==> src/rtl/pipelined_control_unit.sv <==
// RV32IM decode stage with a registered ID/EX control bundle.
// Supports stall, flush and issue gating while a multi-cycle mul/div occupies EX.
module pipelined_control_unit #(
  parameter int MULDIV_CYCLES = 4,
  parameter bit ENABLE_M      = 1'b1,
  parameter int ALUOP_W       = 5
) (
  input  logic               clk,
  input  logic               reset_n,
  input  logic [31:0]        instruction,
  input  logic               in_valid,
  input  logic               stall_in,
  input  logic               flush,
  output logic               in_ready,
  output logic               out_valid,
  output logic               write_enable,
  output logic               memory_access,
  output logic               mem_read,
  output logic               mem_write,
  output logic               jump_and_link,
  output logic               branch,
  output logic               jump,
  output logic [2:0]         imm_sel,
  output logic [1:0]         immediate_select,
  output logic [1:0]         offset_generator,
  output logic [ALUOP_W-1:0] alu_opcode,
  output logic [2:0]         funct3_out,
  output logic [4:0]         rd_out,
  output logic               md_op,
  output logic               md_busy,
  output logic               illegal
);

  localparam logic [6:0] OP_R      = 7'b0110011;
  localparam logic [6:0] OP_IMM    = 7'b0010011;
  localparam logic [6:0] OP_LOAD   = 7'b0000011;
  localparam logic [6:0] OP_STORE  = 7'b0100011;
  localparam logic [6:0] OP_BRANCH = 7'b1100011;
  localparam logic [6:0] OP_JAL    = 7'b1101111;
  localparam logic [6:0] OP_JALR   = 7'b1100111;
  localparam logic [6:0] OP_LUI    = 7'b0110111;
  localparam logic [6:0] OP_AUIPC  = 7'b0010111;

  localparam logic [2:0] IMM_I = 3'b000;
  localparam logic [2:0] IMM_S = 3'b001;
  localparam logic [2:0] IMM_J = 3'b010;
  localparam logic [2:0] IMM_U = 3'b011;
  localparam logic [2:0] IMM_B = 3'b100;

  localparam logic [3:0] MD_LOAD = 4'(MULDIV_CYCLES - 1);

  typedef struct packed {
    logic               write_enable;
    logic               memory_access;
    logic               mem_read;
    logic               mem_write;
    logic               jump_and_link;
    logic               branch;
    logic               jump;
    logic [2:0]         imm_sel;
    logic [1:0]         immediate_select;
    logic [1:0]         offset_generator;
    logic [ALUOP_W-1:0] alu_opcode;
    logic [2:0]         funct3;
    logic [4:0]         rd;
    logic               md_op;
    logic               illegal;
  } ctrl_t;

  function automatic logic [ALUOP_W-1:0] aop(input logic [4:0] code);
    return ALUOP_W'(code);
  endfunction

  logic [6:0] opcode;
  logic [2:0] f3;
  logic [6:0] f7;
  logic       bad;
  logic       unused_bits;
  ctrl_t      dec;
  ctrl_t      ctrl_d, ctrl_q;
  logic       out_valid_d, out_valid_q;
  logic [3:0] md_cnt_d, md_cnt_q;

  assign opcode      = instruction[6:0];
  assign f3          = instruction[14:12];
  assign f7          = instruction[31:25];
  assign unused_bits = ^instruction[24:15];

  always_comb begin
    dec = '0;
    bad = 1'b0;
    case (opcode)
      OP_R: begin
        dec.write_enable = 1'b1;
        dec.funct3       = f3;
        dec.rd           = instruction[11:7];
        case (f7)
          7'b0000000: begin
            case (f3)
              3'b000:  dec.alu_opcode = aop(5'b00000);
              3'b001:  dec.alu_opcode = aop(5'b00110);
              3'b010:  dec.alu_opcode = aop(5'b10000);
              3'b011:  dec.alu_opcode = aop(5'b10010);
              3'b100:  dec.alu_opcode = aop(5'b00011);
              3'b101:  dec.alu_opcode = aop(5'b00101);
              3'b110:  dec.alu_opcode = aop(5'b00010);
              default: dec.alu_opcode = aop(5'b00100);
            endcase
          end
          7'b0100000: begin
            if (f3 == 3'b000)      dec.alu_opcode = aop(5'b00001);
            else if (f3 == 3'b101) dec.alu_opcode = aop(5'b00111);
            else                   bad = 1'b1;
          end
          7'b0000001: begin
            if (ENABLE_M) begin
              dec.alu_opcode = aop({2'b01, f3});
              dec.md_op      = 1'b1;
            end else begin
              bad = 1'b1;
            end
          end
          default: bad = 1'b1;
        endcase
      end
      OP_IMM: begin
        dec.write_enable     = 1'b1;
        dec.imm_sel          = IMM_I;
        dec.immediate_select = 2'b10;
        dec.funct3           = f3;
        dec.rd               = instruction[11:7];
        case (f3)
          3'b000: dec.alu_opcode = aop(5'b00000);
          3'b010: dec.alu_opcode = aop(5'b10000);
          3'b011: dec.alu_opcode = aop(5'b10010);
          3'b100: dec.alu_opcode = aop(5'b00011);
          3'b110: dec.alu_opcode = aop(5'b00010);
          3'b111: dec.alu_opcode = aop(5'b00100);
          3'b001: begin
            if (f7 == 7'b0000000) dec.alu_opcode = aop(5'b00110);
            else                  bad = 1'b1;
          end
          default: begin
            if (f7 == 7'b0000000)      dec.alu_opcode = aop(5'b00101);
            else if (f7 == 7'b0100000) dec.alu_opcode = aop(5'b00111);
            else                       bad = 1'b1;
          end
        endcase
      end
      OP_LOAD: begin
        dec.write_enable     = 1'b1;
        dec.memory_access    = 1'b1;
        dec.mem_read         = 1'b1;
        dec.imm_sel          = IMM_I;
        dec.immediate_select = 2'b10;
        dec.funct3           = f3;
        dec.rd               = instruction[11:7];
        bad = (f3 == 3'b011) || (f3 == 3'b110) || (f3 == 3'b111);
      end
      OP_STORE: begin
        dec.memory_access    = 1'b1;
        dec.mem_write        = 1'b1;
        dec.imm_sel          = IMM_S;
        dec.immediate_select = 2'b10;
        dec.funct3           = f3;
        bad = f3[2] || (f3 == 3'b011);
      end
      OP_BRANCH: begin
        dec.branch           = 1'b1;
        dec.imm_sel          = IMM_B;
        dec.offset_generator = 2'b10;
        dec.funct3           = f3;
        bad = (f3 == 3'b010) || (f3 == 3'b011);
      end
      OP_JAL: begin
        dec.write_enable     = 1'b1;
        dec.jump_and_link    = 1'b1;
        dec.jump             = 1'b1;
        dec.imm_sel          = IMM_J;
        dec.immediate_select = 2'b10;
        dec.offset_generator = 2'b10;
        dec.rd               = instruction[11:7];
      end
      OP_JALR: begin
        dec.write_enable     = 1'b1;
        dec.jump_and_link    = 1'b1;
        dec.jump             = 1'b1;
        dec.imm_sel          = IMM_I;
        dec.immediate_select = 2'b10;
        dec.funct3           = f3;
        dec.rd               = instruction[11:7];
        bad = (f3 != 3'b000);
      end
      OP_LUI: begin
        dec.write_enable     = 1'b1;
        dec.imm_sel          = IMM_U;
        dec.immediate_select = 2'b10;
        dec.alu_opcode       = aop(5'b10001);
        dec.rd               = instruction[11:7];
      end
      OP_AUIPC: begin
        dec.write_enable     = 1'b1;
        dec.imm_sel          = IMM_U;
        dec.immediate_select = 2'b10;
        dec.offset_generator = 2'b10;
        dec.rd               = instruction[11:7];
      end
      default: bad = 1'b1;
    endcase
    // Illegal entries carry nothing but the flag itself.
    if (bad) begin
      dec         = '0;
      dec.illegal = 1'b1;
    end
  end

  assign in_ready = !stall_in && (md_cnt_q == 4'd0);

  always_comb begin
    ctrl_d      = ctrl_q;
    out_valid_d = out_valid_q;
    md_cnt_d    = (md_cnt_q != 4'd0) ? md_cnt_q - 4'd1 : 4'd0;
    if (flush) begin
      ctrl_d      = '0;
      out_valid_d = 1'b0;
      md_cnt_d    = 4'd0;
    end else if (in_ready) begin
      if (in_valid) begin
        ctrl_d      = dec;
        out_valid_d = 1'b1;
        if (dec.md_op) md_cnt_d = MD_LOAD;
      end else begin
        ctrl_d      = '0;
        out_valid_d = 1'b0;
      end
    end
  end

  always_ff @(posedge clk or negedge reset_n) begin
    if (!reset_n) begin
      ctrl_q      <= '0;
      out_valid_q <= 1'b0;
      md_cnt_q    <= 4'd0;
    end else begin
      ctrl_q      <= ctrl_d;
      out_valid_q <= out_valid_d;
      md_cnt_q    <= md_cnt_d;
    end
  end

  assign out_valid        = out_valid_q;
  assign write_enable     = ctrl_q.write_enable;
  assign memory_access    = ctrl_q.memory_access;
  assign mem_read         = ctrl_q.mem_read;
  assign mem_write        = ctrl_q.mem_write;
  assign jump_and_link    = ctrl_q.jump_and_link;
  assign branch           = ctrl_q.branch;
  assign jump             = ctrl_q.jump;
  assign imm_sel          = ctrl_q.imm_sel;
  assign immediate_select = ctrl_q.immediate_select;
  assign offset_generator = ctrl_q.offset_generator;
  assign alu_opcode       = ctrl_q.alu_opcode;
  assign funct3_out       = ctrl_q.funct3;
  assign rd_out           = ctrl_q.rd;
  assign md_op            = ctrl_q.md_op;
  assign illegal          = ctrl_q.illegal;
  assign md_busy          = (md_cnt_q != 4'd0);

endmodule

==> config.mk <==
export PLATFORM = sky130hd
export DESIGN_NAME = pipelined_control_unit
export DESIGN_NICKNAME = d
export VERILOG_FILES = /design/src/rtl/pipelined_control_unit.sv
export SDC_FILE = /design/constraint.sdc
export NUM_CORES = 1
export LEC_CHECK = 0
export ABC_AREA = 1
export CAP_MARGIN = 5
export CORE_MARGIN = 3
export CORE_UTILIZATION = 45
export DETAILED_ROUTE_END_ITERATION = 16
export GPL_TIMING_DRIVEN = 0
export PLACE_DENSITY_LB_ADDON = 0.2
export SLEW_MARGIN = 20
export SYNTH_ARGS = -nofsm -noshare
export SYNTH_HDL_FRONTEND = slang
export SYNTH_SLANG_ARGS = --single-unit
==> constraint.sdc <==
create_clock -name clk -period 2.1 [get_ports clk]
set_clock_uncertainty 0.15 [all_clocks]
set_input_delay 0.315 -clock clk [delete_from_list [all_inputs] [get_ports clk]]
set_output_delay 0.315 -clock clk [all_outputs]
set_load 0.01 [all_outputs]
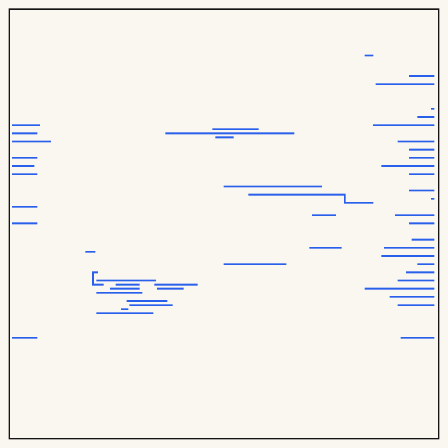
*M3 wires*
The layer carries 321 µm of wire. 52 nets have wire on it. The layer holds 6.8% of the routed length. The wires run mostly horizontal.

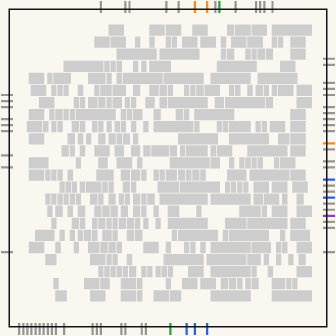
*Ports around the boundary*
Pins as bars across the die edge, other pins in grey.
Key: orange = imm_sel [pins 3, direction output, edge 2 top, 1 right]; green = offset_generator [pins 2, direction output, edge 1 bottom, 1 top]; blue = alu_opcode [pins 5, direction output, edge 3 bottom, 2 right]; purple = flush [pins 1, direction input, edge right]
All pins by edge: 24 right, 22 bottom, 14 top, 9 left.

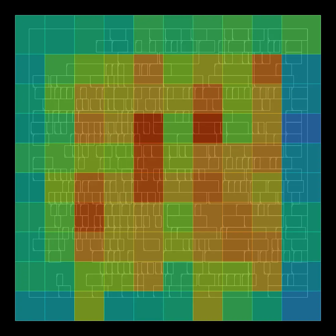
*Routing congestion map*
met2 Track Usage GR: 30.61%
GR Util met3: 4.545%
Avg WL per Cell: 11.99 µm
met1 Resource Use GR: 26.24%

==> run summary <==
Setup crit start = instruction[5]
Worst VDD drop = 0.3215 mV
Final Hold Fails = 0
Num ports = 69
Number of remaining DRC errors = 0
Fraction of layout cells with a size suffix above 1 = 10.20%
GRT Overall Usage = 19.28%
Sequential Area = 775.7 µm²
First-pass GRT wire length = 7.748 mm
Min-delay src = rd_out[0]
Hold Buf Count CTS = 1
Outcome = finished, final reports clean
Most common logic cells in the final layout = nand2_1 (105), clkdlybuf4s50_1 (52), inv_1 (32), dfrtp_1 (31), nand3_1 (25)
Row cnt = 23
Combinational share of cell area = 36.10%
Final count of negative-setup-slack endpoints = 0
Worst Path Arrival = 2.04 ns
Tapcell count = 50
Top Usage Layer GRT = met2
Avg Cell Area, Syn = 6.897 µm²
Reg2reg path depth = 10
Req. time, crit path = 2.17 ns
# H-tree levels = 2
Seq cells = 31
Startpoint Class = input pin
Highest-count logic cell in the final layout = nand2_1
Final setup TNS = 0 ns
Yosys xor share = 0.9168%
Root Driver = clkbuf_8
Fin util = 65.86%
CTS resizes = 1
Largest class = logic gates
Sequential share of cell area = 29.03%
# clk buffers = 6
Core ar. = 4058 µm²
Synth Area in Simple Gates = 40.47%
==> synthesized netlist by cell type <==
cell type	count	area, µm²
buf_4	4	30.03
o21bai_1	1	7.510
buf_2	1	5.000
conb_1	1	3.750
o31ai_1	1	7.510
or2_2	2	12.51
nand3_1	26	130.1
buf_6	1	11.26
nor2_1	22	82.58
ha_1	3	37.54
o211ai_1	1	7.510
xnor2_1	1	8.760
nor2_4	3	33.78
xor2_1	1	8.760
nor3_1	3	15.01
dfrtp_1	31	775.7
nand2_2	2	12.51
a21oi_1	4	20.02
nor2_2	3	18.77
nand3_2	3	30.03
clkbuf_1	2	7.510
nand4_1	7	43.79
inv_1	33	123.9
o21ai_2	1	8.760
nand2_1	105	394.1
clkinv_1	1	3.750
o21ai_1	6	30.03
o21ai_0	8	40.04
